`src/rtl/johnson_seq_ctrl.sv`:
```
// Sequencer for a WIDTH-bit Johnson ring: counted/free runs, single step, preset,
// one-hot phase decode and recovery from illegal ring patterns.
module johnson_seq_ctrl #(
  parameter int WIDTH = 4,
  parameter int CNT_W = 8
) (
  input  logic               clk,
  input  logic               reset,
  input  logic               start,
  input  logic [CNT_W-1:0]   len,
  input  logic               dir,
  input  logic               stop,
  input  logic               step,
  input  logic               load,
  input  logic [WIDTH-1:0]   load_val,
  output logic [WIDTH-1:0]   q,
  output logic [2*WIDTH-1:0] phase,
  output logic               busy,
  output logic               done,
  output logic               fault
);

  typedef enum logic [0:0] {
    IDLE = 1'b0,
    RUN  = 1'b1
  } state_t;

  localparam logic [CNT_W-1:0] CNT_ZERO = {CNT_W{1'b0}};
  localparam logic [CNT_W-1:0] CNT_ONE  = {{(CNT_W-1){1'b0}}, 1'b1};

  state_t             state_r;
  logic [WIDTH-1:0]   q_r;
  logic [CNT_W-1:0]   rem_r;
  logic               dir_r;
  logic               busy_r;
  logic               done_r;
  logic               fault_r;
  logic               legal_s;
  logic [2*WIDTH-1:0] phase_s;

  // A Johnson word is legal when it has at most one transition between adjacent bits.
  function automatic logic ring_legal(input logic [WIDTH-1:0] v);
    int edges;
    edges = 0;
    for (int i = 0; i < WIDTH - 1; i++) begin
      if (v[i] != v[i+1]) begin
        edges = edges + 1;
      end else begin
        edges = edges;
      end
    end
    return (edges <= 1);
  endfunction

  function automatic logic [WIDTH-1:0] ring_adv(input logic [WIDTH-1:0] v, input logic rev);
    if (rev) begin
      return {v[WIDTH-2:0], ~v[WIDTH-1]};
    end else begin
      return {~v[0], v[WIDTH-1:1]};
    end
  endfunction

  function automatic logic [2*WIDTH-1:0] ring_phase(input logic [WIDTH-1:0] v, input logic ok);
    int ones;
    int idx;
    ones = 0;
    for (int i = 0; i < WIDTH; i++) begin
      ones = ones + int'(v[i]);
    end
    if (ones == 0) begin
      idx = 0;
    end else if (v[WIDTH-1]) begin
      idx = ones;
    end else begin
      idx = 2 * WIDTH - ones;
    end
    if (ok) begin
      return {{(2*WIDTH-1){1'b0}}, 1'b1} << idx;
    end else begin
      return {(2*WIDTH){1'b0}};
    end
  endfunction

  assign legal_s = ring_legal(q_r);
  assign phase_s = ring_phase(q_r, legal_s);

  // Command sequencing, ring update and illegal-pattern recovery.
  always_ff @(posedge clk or negedge reset) begin
    if (!reset) begin
      state_r <= IDLE;
      q_r     <= {WIDTH{1'b0}};
      rem_r   <= CNT_ZERO;
      dir_r   <= 1'b0;
      busy_r  <= 1'b0;
      done_r  <= 1'b0;
      fault_r <= 1'b0;
    end else begin
      done_r <= 1'b0;
      if (!legal_s) begin
        q_r     <= {WIDTH{1'b0}};
        fault_r <= 1'b1;
        state_r <= IDLE;
        busy_r  <= 1'b0;
      end else begin
        case (state_r)
          IDLE: begin
            if (load) begin
              q_r <= load_val;
            end else if (start) begin
              state_r <= RUN;
              busy_r  <= 1'b1;
              rem_r   <= len;
              dir_r   <= dir;
              fault_r <= 1'b0;
            end else if (step) begin
              q_r <= ring_adv(q_r, dir);
            end else begin
              q_r <= q_r;
            end
          end
          RUN: begin
            if (stop) begin
              state_r <= IDLE;
              busy_r  <= 1'b0;
              done_r  <= 1'b1;
            end else begin
              q_r <= ring_adv(q_r, dir_r);
              // rem stays at zero for a free run, so only counted runs terminate here
              if (rem_r != CNT_ZERO) begin
                rem_r <= rem_r - CNT_ONE;
                if (rem_r == CNT_ONE) begin
                  state_r <= IDLE;
                  busy_r  <= 1'b0;
                  done_r  <= 1'b1;
                end else begin
                  state_r <= RUN;
                end
              end else begin
                rem_r <= CNT_ZERO;
              end
            end
          end
          default: begin
            state_r <= IDLE;
            busy_r  <= 1'b0;
          end
        endcase
      end
    end
  end

  assign q     = q_r;
  assign phase = phase_s;
  assign busy  = busy_r;
  assign done  = done_r;
  assign fault = fault_r;

endmodule

```
`config.mk`:
```
export PLATFORM = sky130hd
export DESIGN_NAME = johnson_seq_ctrl
export DESIGN_NICKNAME = d
export VERILOG_FILES = /design/src/rtl/johnson_seq_ctrl.sv
export SDC_FILE = /design/constraint.sdc
export NUM_CORES = 1
export LEC_CHECK = 0
export ABC_CLOCK_PERIOD_IN_PS = 9400
export CAP_MARGIN = 0
export CORE_UTILIZATION = 30
export CTS_CLUSTER_DIAMETER = 120
export DETAILED_ROUTE_END_ITERATION = 7
export PLACE_DENSITY_LB_ADDON = 0.3
export SYNTH_ARGS = -nofsm -noshare
export SYNTH_HDL_FRONTEND = slang
export SYNTH_SLANG_ARGS = --single-unit
```
`constraint.sdc`:
```
create_clock -name clk -period 9.4 [get_ports clk]
set_clock_uncertainty 0.05 [all_clocks]
set_input_delay 0.94 -clock clk [delete_from_list [all_inputs] [get_ports clk]]
set_output_delay 0.94 -clock clk [all_outputs]
set_load 0.01 [all_outputs]
```
**Run 1: close-up of the layout**

Window x 41 to 66, y 5 to 30 um. Cells in gray, sequential cells in the stronger gray; small squares are vias.
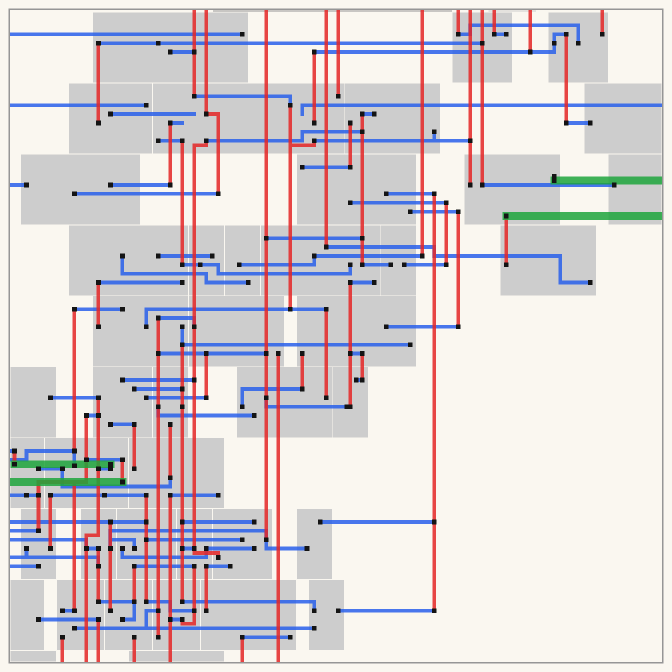
Key: green = M3; blue = M1; red = M2
Most frequent: clkdlybuf4s50_1 (7), inv_1 (5), ha_1 (5). Sequential cells in the window: 0. 38 logic cells have their middle in the window.

**Run 1: sequential cells colored by netlist name**

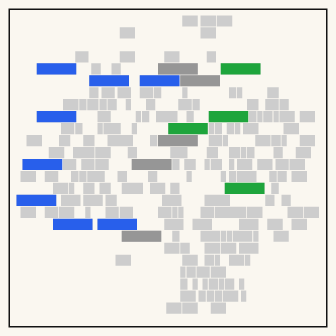
Key: green = q [placed flops 4]; blue = rem_r [placed flops 8]
seq pwr: 0.168 mW
flop share of the area: 22.9%
Final Util: 39.3%
Reg area: 425 um2

==> reports/metrics.csv, run 1 <==
stage,metric,value,unit
run_status,status,"complete, no violations",
synthesis,ys_seq_share,29.1,%
synthesis,avgSynthCellArea,8.87,um2
setup_path,path_max_fanout,11,
synthesis,netlist.area_leader.share,29.1,%
setup_path,endpoint_kind,primary output,
synthesis,synth.distinct_cells,48,
die,core,4720,um2
setup_path,cp-start-kind,register,
route,drtIter0Drc,99,
global_routing,grt_max_degree,22,
cts,clk_transition_reported_paths,0.08,ns
sta,fmax,0.209,GHz
die,fp.dieH,71.9,um
synthesis,ys_sh_adder,9.91,%
cts,cts_setup_buffers,0,
power,internal_power,0.387,mW
synthesis,edf_count,0,
route,first_pass_iters,4,
cts,htree_levels,1,
sta,relSlewSlack,46.1,%
synthesis,ys_area,1460,um2
synthesis,ys.flops,17,
cts,numCtsBuffers,3,
finish,nets,222,
synthesis,aoi_share,21.5,%
sta,whs,0.468,ns
power,vdd_drop_max,0.151,mV
placement,routabilityCongestion,0.803,
route,vias,1326,
power,power.switching,0.367,mW
synthesis,yosys_warnings,0,
cts,cts_root_buf,clkbuf_8,
cts,clk_path_buf_depth,2,
finish,drive_gt1_share,7.85,%
global_routing,antenna_found_initial,0,
cts,cts.sinks,17,
min_path,holdPathStages,2,
synthesis,simple_gate_area_share,23.4,%
route,drt-total-wl,3590,um
die,rows,25,
synthesis,synthMuxAreaShare,6.92,%
synthesis,topCombFamilyByArea,simple AND/OR/NAND/NOR gates,
synthesis,top_cell,dfrtp_1,
cts,insertion_delay,0.26,ns
synthesis,syn_nets,195,
**Run 1: congestion heat map**

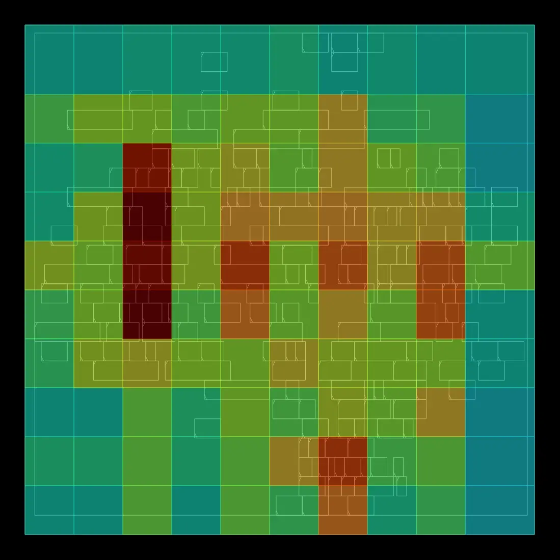
met3 Usage GRT: 2.39%
All-Layer GR Usage: 14.8%
met2 Use GR: 24.2%

## run 1: sequential cells by signal (all words and copies together) (netlist names)
signal and cells:
fault 1, dir_r 1, done 1, busy 1, state_r 1, rem_r 8, q 4
## run 1: per-stage QoR
stage | area, um2 | power [mW] | setup slack, ns
after floorplan | 1460 | 0.528 | 5.61
after global placement | 1810 | 0.687 | 5.01
after detailed placement | 1810 | 0.695 | 4.92
after CTS | 1860 | 0.757 | 4.61
after global routing | 1860 | 0.824 | 4.43
final | 1860 | 0.754 | 4.61
## run 1: worst max-delay path, stage by stage, from the launching register on
cell,delay (ns)
dfrtp_1,0.60
fa_1,0.50
ha_1,0.22
ha_1,0.30
inv_1,0.05
ha_1,0.18
ha_1,0.27
or4b_2,0.65
nand4b_1,0.19
nor3_1,0.09
clkdlybuf4s50_1,0.49
## run 1: metal layers
metal,vias up,share of wire [%],wire length [um]
met5,-,0,0
met4,0,1.3,48
met3,6,3.9,139
met2,33,46,1660
met1,633,48,1740
li1,654,-,-
## run 1: placed cells by master (no fill, tap or decap), drive strengths merged, types with 2 or more instances in the layout
master,n
clkdlybuf4s50,33
dfrtp,17
inv,11
nor2,11
nand2,11
ha,10
mux2i,9
nor2b,9
a21oi,8
nor3,7
nand3,6
o2bb2ai,6
nor4,5
o211ai,5
a2bb2oi,4
o21ai,4
o31ai,3
clkbuf,3
nand2b,2
a31oi,2
or4,2
## run 1: path summary, 6_finish.rpt
| path | start | endpoint | slack (ns) |
|---|---|---|---|
| worst max-delay path | q[3] | phase[0] | 4.61 |
| worst min-delay path | fault | fault | 0.47 |
| min in group asynchronous | reset | q[3] | 1.09 |
| max in group asynchronous | reset | rem_r[5] | 7.70 |
| worst max register to register | q[1] | q[0] | 7.01 |
| worst min register to register | fault | fault | 0.47 |
## run 1: logic make-up (layout without fill, tap and decap cells)
logic type,count (synthesis),after routing
AND-OR/OR-AND,41,41
XOR/XNOR,2,2
adder cells (fa/ha/maj),11,11
buffers and inverters,22,48
flip-flops,17,17
multiplexers,10,10
AND/OR/NAND/NOR,62,62
## run 1: layout make-up
class	count	area, um2
sequential	17	425
inverter	11	41.3
clock buffer	3	41.3
timing repair buffer	33	330
tap	67	83.8
multi-input combinational	126	928
fill	484	2870
clock inverter	1	5.00
## run 1: power groups by stage
stage	Clock, mW	Combinational (mW)	Sequential, mW
2_1_floorplan	0	0.386	0.142
3_3_place_gp	0	0.517	0.170
3_5_place_dp	0	0.527	0.169
4_1_cts	0.0604	0.529	0.168
5_1_grt	0.0629	0.586	0.176
6_report	0.0583	0.528	0.168
==> inputs of run 2 (changes only) <==
--- a/config.mk
+++ b/config.mk
@@ -5,7 +5,7 @@
 export SDC_FILE = /design/constraint.sdc
 export NUM_CORES = 1
 export LEC_CHECK = 0
-export ABC_CLOCK_PERIOD_IN_PS = 9400
+export ABC_CLOCK_PERIOD_IN_PS = 4400
 export CAP_MARGIN = 0
 export CORE_UTILIZATION = 30
 export CTS_CLUSTER_DIAMETER = 120
==> constraint.sdc (replaced) <==
create_clock -name clk -period 4.4 [get_ports clk]
set_clock_uncertainty 0.05 [all_clocks]
set_input_delay 0.44 -clock clk [delete_from_list [all_inputs] [get_ports clk]]
set_output_delay 0.44 -clock clk [all_outputs]
set_load 0.01 [all_outputs]
**Run 2: sequential cells colored by netlist name**

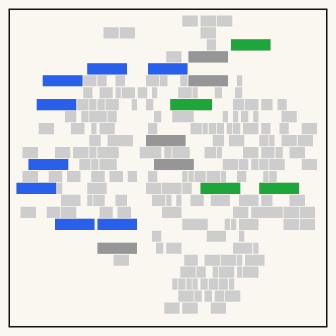
Key: green = q [placed flops 4]; blue = rem_r [placed flops 8]
Another 5 sequential cells are not colored.
Reg area: 427 um2
seq pwr: 0.347 mW
Final Util: 39.5%

**Run 2: close-up of the layout**

Window x 41 to 66, y 5 to 30 um. Cells in gray, sequential cells in the stronger gray; small squares are vias.
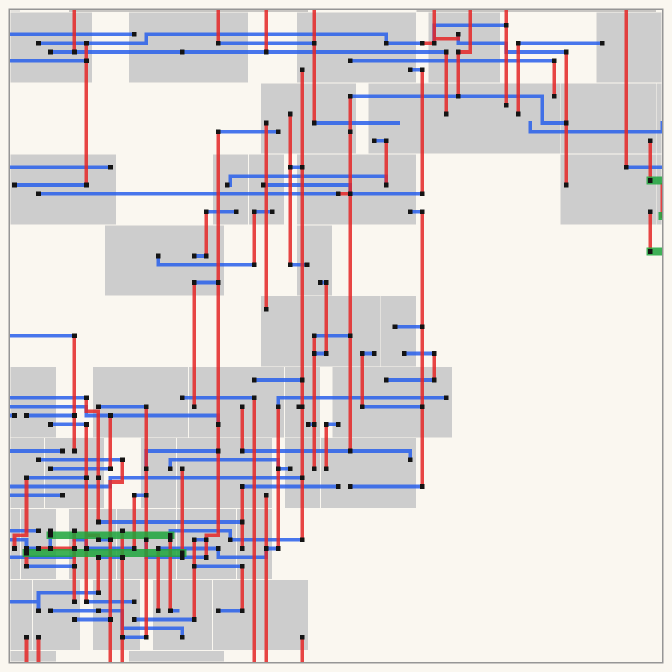
Key: blue = M1; red = M2; green = M3
36 logic cells have their middle in the window. Sequential cells in the window: 0. Most frequent: ha_1 (6), clkdlybuf4s50_1 (6), inv_1 (5).

==> reports/metrics.csv, run 2 <==
stage,metric,value,unit,change
finish,largest_reg_flops,8,,unchanged
setup_path,path_buffers,2,,unchanged
die,rows,25,,unchanged
route,drtIter0Drc,116,,+17%
finish,drive_gt1_share,8.85,%,+1.0 points
finish,final_common_cell,clkdlybuf4s50_1,,
power,vdd_drop_max,0.291,mV,+93%
die,pin_count,34,,
setup_path,critPathTopFamily,adder cells,,
cts,cts.sinks,17,,unchanged
setup_path,crit_path_top_delay_cell,or4b_2,,
cts,cts_hold_buf,0,,
sta,fin_setup_tns,0,ns,
die,core,4720,um2,unchanged
placement,place_ws,0.531,ns,-4.39 ns
synthesis,ys_area,1460,um2,unchanged
cts,clk_path_buf_depth,2,,unchanged
setup_path,crit_chain,fa_1 > ha_1 > ha_1 > inv_1 > ha_1 > ha_1 > or4b_2 > nand4b_1 > nor3_1 > clkdlybuf4s50_1,,
sta,relSlewSlack,46.1,%,+0.071 points
setup_path,max_stage_delay,0.65,ns,about the same
cts,insertion_delay,0.25,ns,about the same
global_routing,grt_pass1_wl,6180,um,
synthesis,syn_inst,165,,
finish,lay_top_cells,"clkdlybuf4s50_1 (33), dfrtp_1 (16), inv_1 (11), nor2_1 (11)",,
sta,fmax,0.241,GHz,
flow_run,maxCapViolCount,0,,
global_routing,use_met3,3.38,%,+0.98 points
route,drt-total-wl,3490,um,-2.7%
global_routing,grt_max_degree,22,,unchanged
setup_path,cpMostUsedCell,ha_1,,
synthesis,syn_nets,195,,unchanged
setup_path,cp-start-kind,register,,
synthesis,ys.flops,17,,unchanged
global_routing,antenna_found_initial,0,,unchanged
synthesis,yosys_warnings,0,,unchanged
route,first_pass_iters,4,,unchanged
synthesis,syn_area,1460,um2,
die,die_area,5160,um2,
cts,numCtsBuffers,3,,unchanged
synthesis,synth.distinct_cells,48,,unchanged
flow_run,warnings,30,,
synthesis,top_cell,dfrtp_1,,
synthesis,ys_top_cells_by_count,"dfrtp_1 (17), inv_1 (11), nor2_1 (11), ha_1 (10), nand2_1 (10)",,
route,drc_errors,0,,
power,finalPower,1.61,mW,+110%
cts,cts_setup_buffers,0,,unchanged
synthesis,ys_seq_share,29.1,%,unchanged
synthesis,netlist.area_leader.share,29.1,%,unchanged
placement,routabilityCongestion,0.817,,+1.8%
power,power.switching,0.777,mW,+110%
finish,fillers,477,,-1.4%
run_status,status,"complete, no violations",,
cts,clk_transition_reported_paths,0.07,ns,about the same
finish,nets,223,,+0.45%
sta,slew_viol_final,0,,
sta,setup_ws,0.256,ns,-4.35 ns
synthesis,yosys.area.top_type,dfrtp_1,,
setup_path,endpoint_kind,primary output,,
route,ant_nets,0,,
die,fp.dieH,71.9,um,unchanged
global_routing,grt_usage,14.9,%,+0.11 points
synthesis,avgSynthCellArea,8.87,um2,unchanged
setup_path,path_max_fanout,8,,-3
finish,mi_logic_area,928,um2,unchanged
cts,cts_root_buf,clkbuf_8,,
sta,period_needed,4.14,ns,
synthesis,edf_count,0,,unchanged
global_routing,gr-usage-met2,23.6,%,-0.63 points
-- run 2: logic make-up after synthesis --
group | after synthesis | share of synthesized area [%]
adder cells (fa/ha/maj) | 11 | 9.91
multiplexers | 10 | 6.92
XOR/XNOR | 2 | 1.71
buffers and inverters | 22 | 7.52
AND/OR/NAND/NOR | 62 | 23.4
flip-flops | 17 | 29.1
AND-OR/OR-AND | 41 | 21.5
-- run 2: per-stage QoR --
stage	cell area, um2	hold slack, ns	std cells	util [%]
global route	1860	0.496	259	39.5
floorplan	1460	0.0944	165	-
global placement	1820	0.439	255	38.5
CTS	1860	0.473	259	39.4
detailed placement	1820	0.458	255	38.5
finish	1860	0.468	259	39.5
-- run 2: cell type report --
type	count	area share, %
clock buffer	3	2.21
clock inverter	1	0.268
inverter	11	2.21
multi-input combinational	126	49.8
sequential	17	22.9
tap	67	4.50
timing repair buffer	34	18.1
-- run 2: final timing paths --
path	start	to	slack, ns	depth (start not counted)
setup / recovery	q[0]	phase[1]	0.26	10
hold / removal	fault	fault	0.47	2
setup reg to reg	q[2]	q[0]	2.07	6
hold reg to reg	fault	fault	0.47	2
max in group asynchronous	reset	q[1]	3.15	1
min in group asynchronous	reset	q[3]	0.60	1
-- run 2: layer usage --
metal | share of wire [%] | vias up
met3 | 4.5 | 2
met2 | 45 | 36
met1 | 50 | 634
met4 | 0.49 | 0
li1 | - | 659
met5 | 0 | -
-- run 2: tightest hold or removal path, delay by kind of cell, from the launching register on --
family | cells | cell delay, ns
flops | 1 | 0.35
simple gates | 2 | 0.14
-- run 2: power by group through the flow --
stage          Sequential [mW]  Combinational [mW]  Clock, mW
6_report                 0.347                1.15      0.118
2_1_floorplan            0.304               0.824          0
3_3_place_gp             0.347                1.14          0
4_1_cts                  0.344                1.15      0.123
5_1_grt                  0.365                1.28      0.132
3_5_place_dp             0.347                1.14          0
==> inputs of run 3 (changes only) <==
--- a/config.mk
+++ b/config.mk
@@ -6,9 +6,8 @@
 export NUM_CORES = 1
 export LEC_CHECK = 0
 export ABC_CLOCK_PERIOD_IN_PS = 4400
-export CAP_MARGIN = 0
+export CAP_MARGIN = 5
 export CORE_UTILIZATION = 30
-export CTS_CLUSTER_DIAMETER = 120
 export DETAILED_ROUTE_END_ITERATION = 7
 export PLACE_DENSITY_LB_ADDON = 0.3
 export SYNTH_ARGS = -nofsm -noshare
**Run 3: sequential cells colored by netlist name**

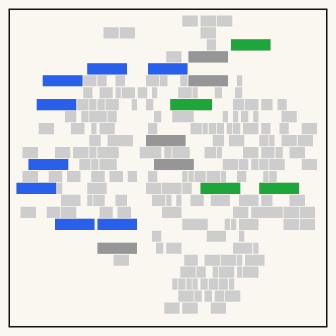
Key: green = q [placed flops 4]; blue = rem_r [placed flops 8]
Another 5 sequential cells are not colored.
flop share of the area: 22.9%

**Run 3: congestion heat map**

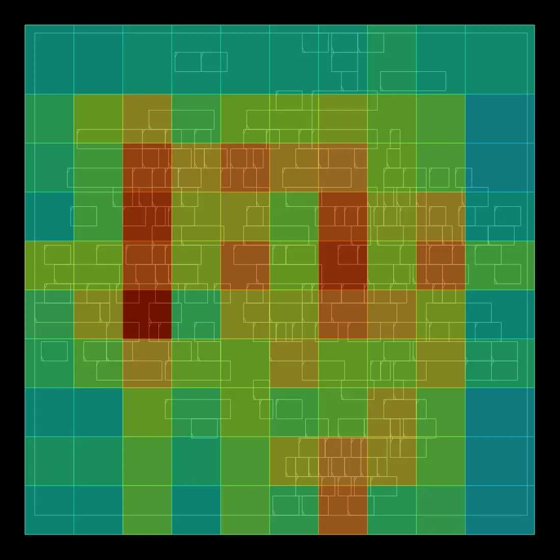
WL/cell: 13.5 um
Top Usage Layer GRT: met2

==> reports/metrics.csv, run 3 <==
stage,metric,value,unit,change
run_status,status,"complete, no violations",,
global_routing,grt_pass1_wl,6180,um,unchanged
finish,fillers,477,,unchanged
setup_path,path_max_fanout,8,,unchanged
power,vdd_drop_max,0.291,mV,unchanged
synthesis,top_cell,dfrtp_1,,
min_path,min_from,fault,,
setup_path,path_buffers,2,,unchanged
setup_path,endpoint_kind,primary output,,
cts,cts.sinks,17,,unchanged
route,drt-total-wl,3490,um,unchanged
setup_path,rr_endpoint,q[0],,
cts,cts_hold_buf,0,,unchanged
placement,place_ws,0.531,ns,unchanged
route,drtIter0Drc,116,,unchanged
finish,final_util,39.5,%,unchanged
sta,slew_viol_final,0,,unchanged
setup_path,cpMostUsedCell,ha_1,,
setup_path,reg2reg_from,q[2],,
setup_path,crit_path_top_delay_cell,or4b_2,,
finish,nets,223,,unchanged
placement,routabilityCongestion,0.817,,unchanged
global_routing,antenna_found_initial,0,,unchanged
synthesis,yosys.area.top_type,dfrtp_1,,
flow_run,warnings,30,,unchanged
sta,fmax,0.241,GHz,unchanged
setup_path,rrSetupSlack,2.07,ns,about the same
route,ant_nets,0,,unchanged
die,fp.dieH,71.9,um,unchanged
sta,relSlewSlack,46.1,%,unchanged
finish,lay_top_cells,"clkdlybuf4s50_1 (33), dfrtp_1 (16), inv_1 (11), nor2_1 (11)",,
setup_path,worst-r2r-cell-count,6,,unchanged
synthesis,ys_top_cells_by_count,"dfrtp_1 (17), inv_1 (11), nor2_1 (11), ha_1 (10), nand2_1 (10)",,
cts,cts_setup_buffers,0,,unchanged
die,die_area,5160,um2,unchanged
synthesis,syn_inst,165,,unchanged
die,rows,25,,unchanged
synthesis,avgSynthCellArea,8.87,um2,unchanged
flow_run,maxCapViolCount,0,,unchanged
cts,numCtsBuffers,3,,unchanged
sta,setup_ws,0.256,ns,unchanged
finish,drive_gt1_share,8.85,%,unchanged
finish,largest_reg_flops,8,,unchanged
synthesis,ys_seq_share,29.1,%,unchanged
cts,clk_path_buf_depth,2,,unchanged
setup_path,cp-start-kind,register,,
synthesis,ys.flops,17,,unchanged
cts,cts_root_buf,clkbuf_8,,
[run 3: cell counts after synthesis]
Identical to the previous run, type by type.
[run 3: worst max path at each step]
| stage | from | end | depth (start not counted) |
|---|---|---|---|
| final | q[0] | phase[1] | 10 |
| after global routing | q[0] | phase[1] | 10 |
| after CTS | q[1] | phase[1] | 10 |
| after detailed placement | q[1] | phase[1] | 10 |
| after global placement | q[1] | phase[3] | 10 |
| after floorplan | q[1] | phase[0] | 9 |
[run 3: power breakdown]
part	internal [mW]	leakage (nW)	switching (mW)
Clock	0.0628	0.0255	0.0547
Sequential	0.229	0.210	0.117
Combinational	0.541	0.511	0.605
Total	0.833	0.746	0.777
[run 3: routing by layer]
layer	GRT usage, %	up-vias	share of wire (%)
li1	-	659	-
met1	20.6	634	50
met2	23.6	36	45
met3	3.38	2	4.5
met4	3.92	0	0.49
met5	0	-	0
[run 3: cell type report]
cell class	instances	area, um2	share of cell area (%)
flip-flops and latches	17	427	22.9
clock inverters	1	5.00	0.268
repair buffers	34	338	18.1
inverters	11	41.3	2.21
well taps	67	83.8	4.50
clock buffers	3	41.3	2.21
multi-input cells	126	928	49.8
[run 3: cell families after synthesis]
group	after synthesis	share of synthesized area, %
xor gates and xnor gates	2	1.71
AOI/OAI and AO/OA	41	21.5
adders and majority gates	11	9.91
DFF	17	29.1
buffers and inverters	22	7.52
and+or+nand+nor	62	23.4
muxes	10	6.92
[run 3: worst register-to-register path, stage by stage, from the launching register on]
cell and delay (ns):
dfrtp_1 0.58, xor2_1 0.24, inv_1 0.07, ha_1 0.28
o21ai_2 0.46, nand2_1 0.29, a311oi_1 0.27
[run 3: per-stage QoR]
| stage | instance area [um2] | power [mW] | hold slack, ns | cells |
|---|---|---|---|---|
| 3_5_place_dp | 1820 | 1.49 | 0.458 | 255 |
| 5_1_grt | 1860 | 1.78 | 0.496 | 259 |
| 4_1_cts | 1860 | 1.61 | 0.473 | 259 |
| 6_report | 1860 | 1.61 | 0.468 | 259 |
| 2_1_floorplan | 1460 | 1.13 | 0.0944 | 165 |
| 3_3_place_gp | 1820 | 1.48 | 0.439 | 255 |
[run 3: repair_timing]
| action | in CTS | in global routing |
|---|---|---|
| hold endpoints to repair | 0 | 0 |
| resized | 0 | 1 |
| setup endpoints to repair | 0 | 1 |
Power and IR drop assume default switching activity.
